File: config.mk
export PLATFORM = sky130hd
export DESIGN_NAME = ts_rx_analyzer
export DESIGN_NICKNAME = d
export VERILOG_FILES = /design/src/rtl/ts_rx_analyzer.sv
export SDC_FILE = /design/constraint.sdc
export NUM_CORES = 1
export LEC_CHECK = 0
export CORE_ASPECT_RATIO = 0.75
export CORE_UTILIZATION = 38
export CTS_BUF_LIST = sky130_fd_sc_hd__clkbuf_4
export DETAILED_ROUTE_END_ITERATION = 12
export GPL_TIMING_DRIVEN = 0
export PLACE_DENSITY = 0.82
export SLEW_MARGIN = 5
export SYNTH_ARGS = -nofsm -noshare
export SYNTH_HDL_FRONTEND = slang
export SYNTH_SLANG_ARGS = --single-unit
File: constraint.sdc
create_clock -name clk -period 3.36 [get_ports clk]
set_input_delay 0.504 -clock clk [delete_from_list [all_inputs] [get_ports clk]]
set_output_delay 0.504 -clock clk [all_outputs]
set_load 0.01 [all_outputs]
File: src/rtl/ts_rx_analyzer.sv
`default_nettype none
// +----------------------------------------------------------------------------+
// | Module : ts_rx_analyzer                                                    |
// | Per-lane receive TS analyzer: classifies TS1/TS2, counts consecutive       |
// | identical TSs and raises a sticky "received enough" flag for core_fsm.     |
// | Optional gap watchdog is built when TSA_GAP_WDOG_EN is defined.            |
// | Revision: 1.0 - initial release                                            |
// +----------------------------------------------------------------------------+
module ts_rx_analyzer #(
    parameter int CNT_W   = 5,
    parameter int GAP_MAX = 128
) (
    input  logic               clk,
    input  logic               rst,
    input  logic [127:0]       ts_i,
    input  logic               ts_i_vld,
    input  logic               clr,
    input  logic [1:0]         expect_type,
    input  logic [CNT_W-1:0]   cnt_tgt,
    output logic               rcv_enough,
    output logic [1:0]         ts_type,
    output logic [7:0]         ts_link,
    output logic [7:0]         ts_lane,
    output logic [7:0]         ts_rate,
    output logic [7:0]         ts_ctrl,
    output logic [CNT_W-1:0]   consec_cnt,
    output logic               bad_ts,
    output logic               gap_timeout
);

    localparam logic [1:0]       c_IDLE    = 2'd0;
    localparam logic [1:0]       c_ACCUM   = 2'd1;
    localparam logic [1:0]       c_DONE    = 2'd2;
    localparam logic [7:0]       c_COM     = 8'hBC;
    localparam logic [7:0]       c_TS1_ID  = 8'h4A;
    localparam logic [7:0]       c_TS2_ID  = 8'h45;
    localparam logic [CNT_W-1:0] c_CNT_ONE = CNT_W'(1);
    localparam logic [CNT_W-1:0] c_CNT_MAX = {CNT_W{1'b1}};

    logic [1:0]       r_state, w_state_nxt;
    logic [CNT_W-1:0] r_cnt, w_cnt_nxt, w_cnt_inc, w_tgt;
    logic             r_rcv, w_rcv_nxt;
    logic             r_bad, w_bad_nxt;
    logic             w_latch;
    logic [1:0]       r_type;
    logic [7:0]       r_link, r_lane, r_rate, r_ctrl;
    logic             w_all_ts1, w_all_ts2;
    logic [1:0]       w_type;
    logic             w_match, w_same, w_gap_fire;
    logic             w_unused_cfg;

    // Symbol 3 (N_FTS) deliberately takes no part in classification or matching.
    assign w_unused_cfg = ^{ts_i[31:24], (GAP_MAX > 0)};

    always_comb begin
        w_all_ts1 = 1'b1;
        w_all_ts2 = 1'b1;
        for (int k = 6; k < 16; k++) begin
            w_all_ts1 = w_all_ts1 & (ts_i[8*k +: 8] == c_TS1_ID);
            w_all_ts2 = w_all_ts2 & (ts_i[8*k +: 8] == c_TS2_ID);
        end
    end

    assign w_type = (ts_i[7:0] != c_COM) ? 2'b00 :
                    w_all_ts1            ? 2'b01 :
                    w_all_ts2            ? 2'b10 : 2'b00;

    assign w_match = (expect_type != 2'b11) &&
                     ((expect_type == 2'b00) || (expect_type == w_type));

    assign w_same = (w_type == r_type) && (ts_i[15:8] == r_link) &&
                    (ts_i[23:16] == r_lane) && (ts_i[39:32] == r_rate) &&
                    (ts_i[47:40] == r_ctrl);

    assign w_tgt     = (cnt_tgt == '0) ? c_CNT_ONE : cnt_tgt;
    assign w_cnt_inc = (r_cnt == c_CNT_MAX) ? r_cnt : r_cnt + c_CNT_ONE;

    always_comb begin
        w_state_nxt = r_state;
        w_cnt_nxt   = r_cnt;
        w_rcv_nxt   = r_rcv;
        w_bad_nxt   = 1'b0;
        w_latch     = 1'b0;
        if (clr) begin
            w_state_nxt = c_IDLE;
            w_cnt_nxt   = '0;
            w_rcv_nxt   = 1'b0;
        end else if (ts_i_vld) begin
            if (w_type == 2'b00 || !w_match) begin
                // Rejected TS breaks the run but never revokes a reached target.
                w_bad_nxt   = (w_type == 2'b00);
                w_cnt_nxt   = '0;
                w_state_nxt = r_rcv ? c_DONE : c_IDLE;
            end else begin
                w_latch   = (r_cnt == '0) || !w_same;
                w_cnt_nxt = w_latch ? c_CNT_ONE : w_cnt_inc;
                if (w_cnt_nxt >= w_tgt) begin
                    w_rcv_nxt   = 1'b1;
                    w_state_nxt = c_DONE;
                end else begin
                    w_state_nxt = r_rcv ? c_DONE : c_ACCUM;
                end
            end
        end else if (w_gap_fire) begin
            w_state_nxt = c_IDLE;
            w_cnt_nxt   = '0;
        end
    end

    always_ff @(posedge clk) begin
        if (rst) begin
            r_state <= c_IDLE;
            r_cnt   <= '0;
            r_rcv   <= 1'b0;
            r_bad   <= 1'b0;
            r_type  <= 2'b00;
            r_link  <= 8'h00;
            r_lane  <= 8'h00;
            r_rate  <= 8'h00;
            r_ctrl  <= 8'h00;
        end else begin
            r_state <= w_state_nxt;
            r_cnt   <= w_cnt_nxt;
            r_rcv   <= w_rcv_nxt;
            r_bad   <= w_bad_nxt;
            if (w_latch) begin
                r_type <= w_type;
                r_link <= ts_i[15:8];
                r_lane <= ts_i[23:16];
                r_rate <= ts_i[39:32];
                r_ctrl <= ts_i[47:40];
            end
        end
    end

`ifdef TSA_GAP_WDOG_EN
    localparam int                 c_GAP_W    = (GAP_MAX > 1) ? $clog2(GAP_MAX) : 1;
    localparam logic [c_GAP_W-1:0] c_GAP_ONE  = c_GAP_W'(1);
    localparam logic [c_GAP_W-1:0] c_GAP_LAST = c_GAP_W'(GAP_MAX - 1);

    logic [c_GAP_W-1:0] r_gap;
    logic               r_gto;

    // A TS arriving on the expiry cycle wins; the watchdog stays silent.
    assign w_gap_fire = !clr && !ts_i_vld && (r_state == c_ACCUM) && (r_gap == c_GAP_LAST);

    always_ff @(posedge clk) begin
        if (rst || clr || ts_i_vld || w_gap_fire) begin
            r_gap <= '0;
        end else if (r_state == c_ACCUM) begin
            r_gap <= r_gap + c_GAP_ONE;
        end
        r_gto <= rst ? 1'b0 : w_gap_fire;
    end

    assign gap_timeout = r_gto;
`else
    assign w_gap_fire  = 1'b0;
    assign gap_timeout = 1'b0;
`endif

    assign rcv_enough = r_rcv;
    assign ts_type    = r_type;
    assign ts_link    = r_link;
    assign ts_lane    = r_lane;
    assign ts_rate    = r_rate;
    assign ts_ctrl    = r_ctrl;
    assign consec_cnt = r_cnt;
    assign bad_ts     = r_bad;

endmodule
`default_nettype wire
**Where the registers sit**

Drawn at 4 px/µm. Other sequential cells in the stronger gray, the rest of the logic in the fainter gray.
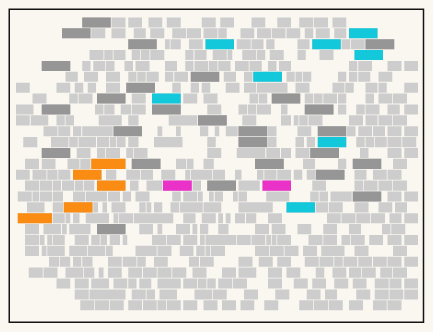
legend:
  consec_cnt:
    color: orange
    placed_flops: 5
    where: middle left
  ts_lane:
    color: cyan
    placed_flops: 8
  ts_type:
    color: magenta
    placed_flops: 2

**Clock wiring as the flow saved it**

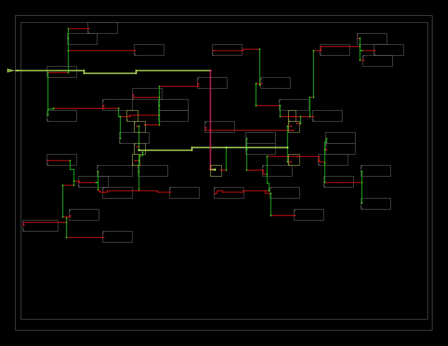
registers: 41
clock buf count: 6

==> summary.txt <==
Status -> finished clean
Dominant logic cell type in the layout -> clkdlybuf4s50_1
Switch share -> 0.244
Inserted Clock Buffers -> 5
Sequential Power -> 0.000485 W
CTS root buffer -> clkbuf_4
Switch Pwr -> 0.000243 W
Crit path to -> rcv_enough$_SDFFE_PP0P_
Synth warn -> 0
PnR worst setup slack -> 0.0797 ns
Pwr Density -> 198 nW/µm²
Share of layout cells above drive strength 1 -> 0.111
CP Class -> input pin to register
GR Layer Usage met3 -> 0.0486
Post-synth area hogs -> dfxtp_1 (28%), nand2b_1 (14%), mux2i_1 (11%), xnor2_1 (7.5%), nor4bb_1 (4.1%)
Initial antenna violation count -> 0
Ys cells -> 308
Sequential share of power -> 0.486
Final HPWL DP -> 7.44 mm
Log Warnings -> 35
CP peak stage delay -> 0.44 ns
Row cnt -> 27
Top cells excl fill/tap -> clkdlybuf4s50_1 (168), nand2b_1 (65), dfxtp_1 (39)
Area Overhead vs Synth -> 72.4%
Gr usage total -> 0.229
Hold-fix buffers, CTS -> 0
Met1 WL -> 4.15 mm
Horiz. Die Dim -> 103 µm
Clock Path Buffers -> 2
R2R Setup Slk -> 0.12 ns
Largest net degree at the start of global routing -> 13
Startpoint Class -> input pin
I/O Pins -> 181
Share of the synthesized area in the top cell type -> 0.281
Insertion Delay late pin -> 0.34 ns
Synth top cells by count -> nand2b_1 (65), dfxtp_1 (41), mux2i_1 (32)
Met1 Use GR -> 0.281
Overall power -> 0.000997 W
DRT iter0 DRCs -> 73
Nets -> 642
Ys async rst share -> 0
Top pwr grp -> sequential cells
Yosys adder share -> 0.0300
Avg Cell Area, Syn -> 9.48 µm²
Post-Syn Area -> 2920 µm²
H-tree Lvls -> 2
Critical Path End Type -> register
CP top delay family -> simple AND/OR/NAND/NOR gates
Clock Power -> 0.000254 W
Comb area leader -> simple AND/OR/NAND/NOR gates
Critical-path cell list -> clkdlybuf4s50_1, nor4b_2, nand4_1, nor4_4, a21boi_1, nand4b_4, buf_4, buf_4, a211oi_2, ha_1, a21o_1, a21oi_2, nor2b_1, o21ai_1, a21boi_1
Drt drc -> 0
First-pass GRT wire length -> 14.1 mm
Non-Filler Instances -> 598
Max layer used -> met4
Final Wtd Congestion -> 0.871
Post-synth EDFFs -> 0
FF-to-FF End -> rcv_enough$_SDFFE_PP0P_
TritonRoute pass-1 iters -> 4
TNS Setup -> 0 ns
**Local utilization**

Drawn at 3 px/µm. 10 x 8 tiles, from dark purple (low) to yellow (high), 0 to 100% covered.
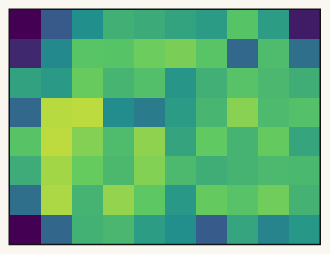
emptiest ninth of the die: upper left
tiles over 75% full: 23%
mean over tiles: 61%
fullest tile: 90%
nearly empty tiles: 2.5%
Layout Utilization: 0.680
Init Core Util: 0.395

-- cell families (layout without fill, tap and decap cells) --
family / after synthesis / in the layout
compound gates: 19 / 19
xor+xnor: 36 / 36
fa+ha+maj: 7 / 7
buf+inv: 21 / 210
flops: 41 / 41
mux: 34 / 34
other cells: 1 / 1
simple gates: 149 / 149
-- how the worst min path moves through the flow --
stage / slack [ns] / endpoint / depth (start not counted) / start
2_1_floorplan: 0.48 / rcv_enough$_SDFFE_PP0P_ / 2 / rcv_enough$_SDFFE_PP0P_
3_3_place_gp: 0.44 / rcv_enough$_SDFFE_PP0P_ / 2 / rcv_enough$_SDFFE_PP0P_
3_5_place_dp: 0.46 / rcv_enough$_SDFFE_PP0P_ / 2 / rcv_enough$_SDFFE_PP0P_
4_1_cts: 0.47 / rcv_enough$_SDFFE_PP0P_ / 2 / rcv_enough$_SDFFE_PP0P_
5_1_grt: 0.46 / ts_ctrl[4]$_SDFFE_PP0P_ / 3 / ts_i[44]
6_report: 0.46 / rcv_enough$_SDFFE_PP0P_ / 2 / rcv_enough$_SDFFE_PP0P_
-- final cells by class --
| cell class | count | area, µm² |
|---|---|---|
| Fill cell | 577 | 2370 |
| Buffer | 12 | 111 |
| Clock buffer | 6 | 45.0 |
| Multi-Input combinational cell | 246 | 2080 |
| Clock inverter | 2 | 10.0 |
| Tap cell | 101 | 126 |
| Sequential cell | 41 | 828 |
| Timing Repair Buffer | 181 | 1790 |
| Inverter | 9 | 33.8 |
-- timing repair --
item,4_1_cts,5_1_grt
pin swaps,6,16
gates resized,10,21
buffers inserted,1,9
cloned,0,0
endpoints found under the setup margin,1,1
Power figures rest on the tool's default switching activity, not on a simulated workload.
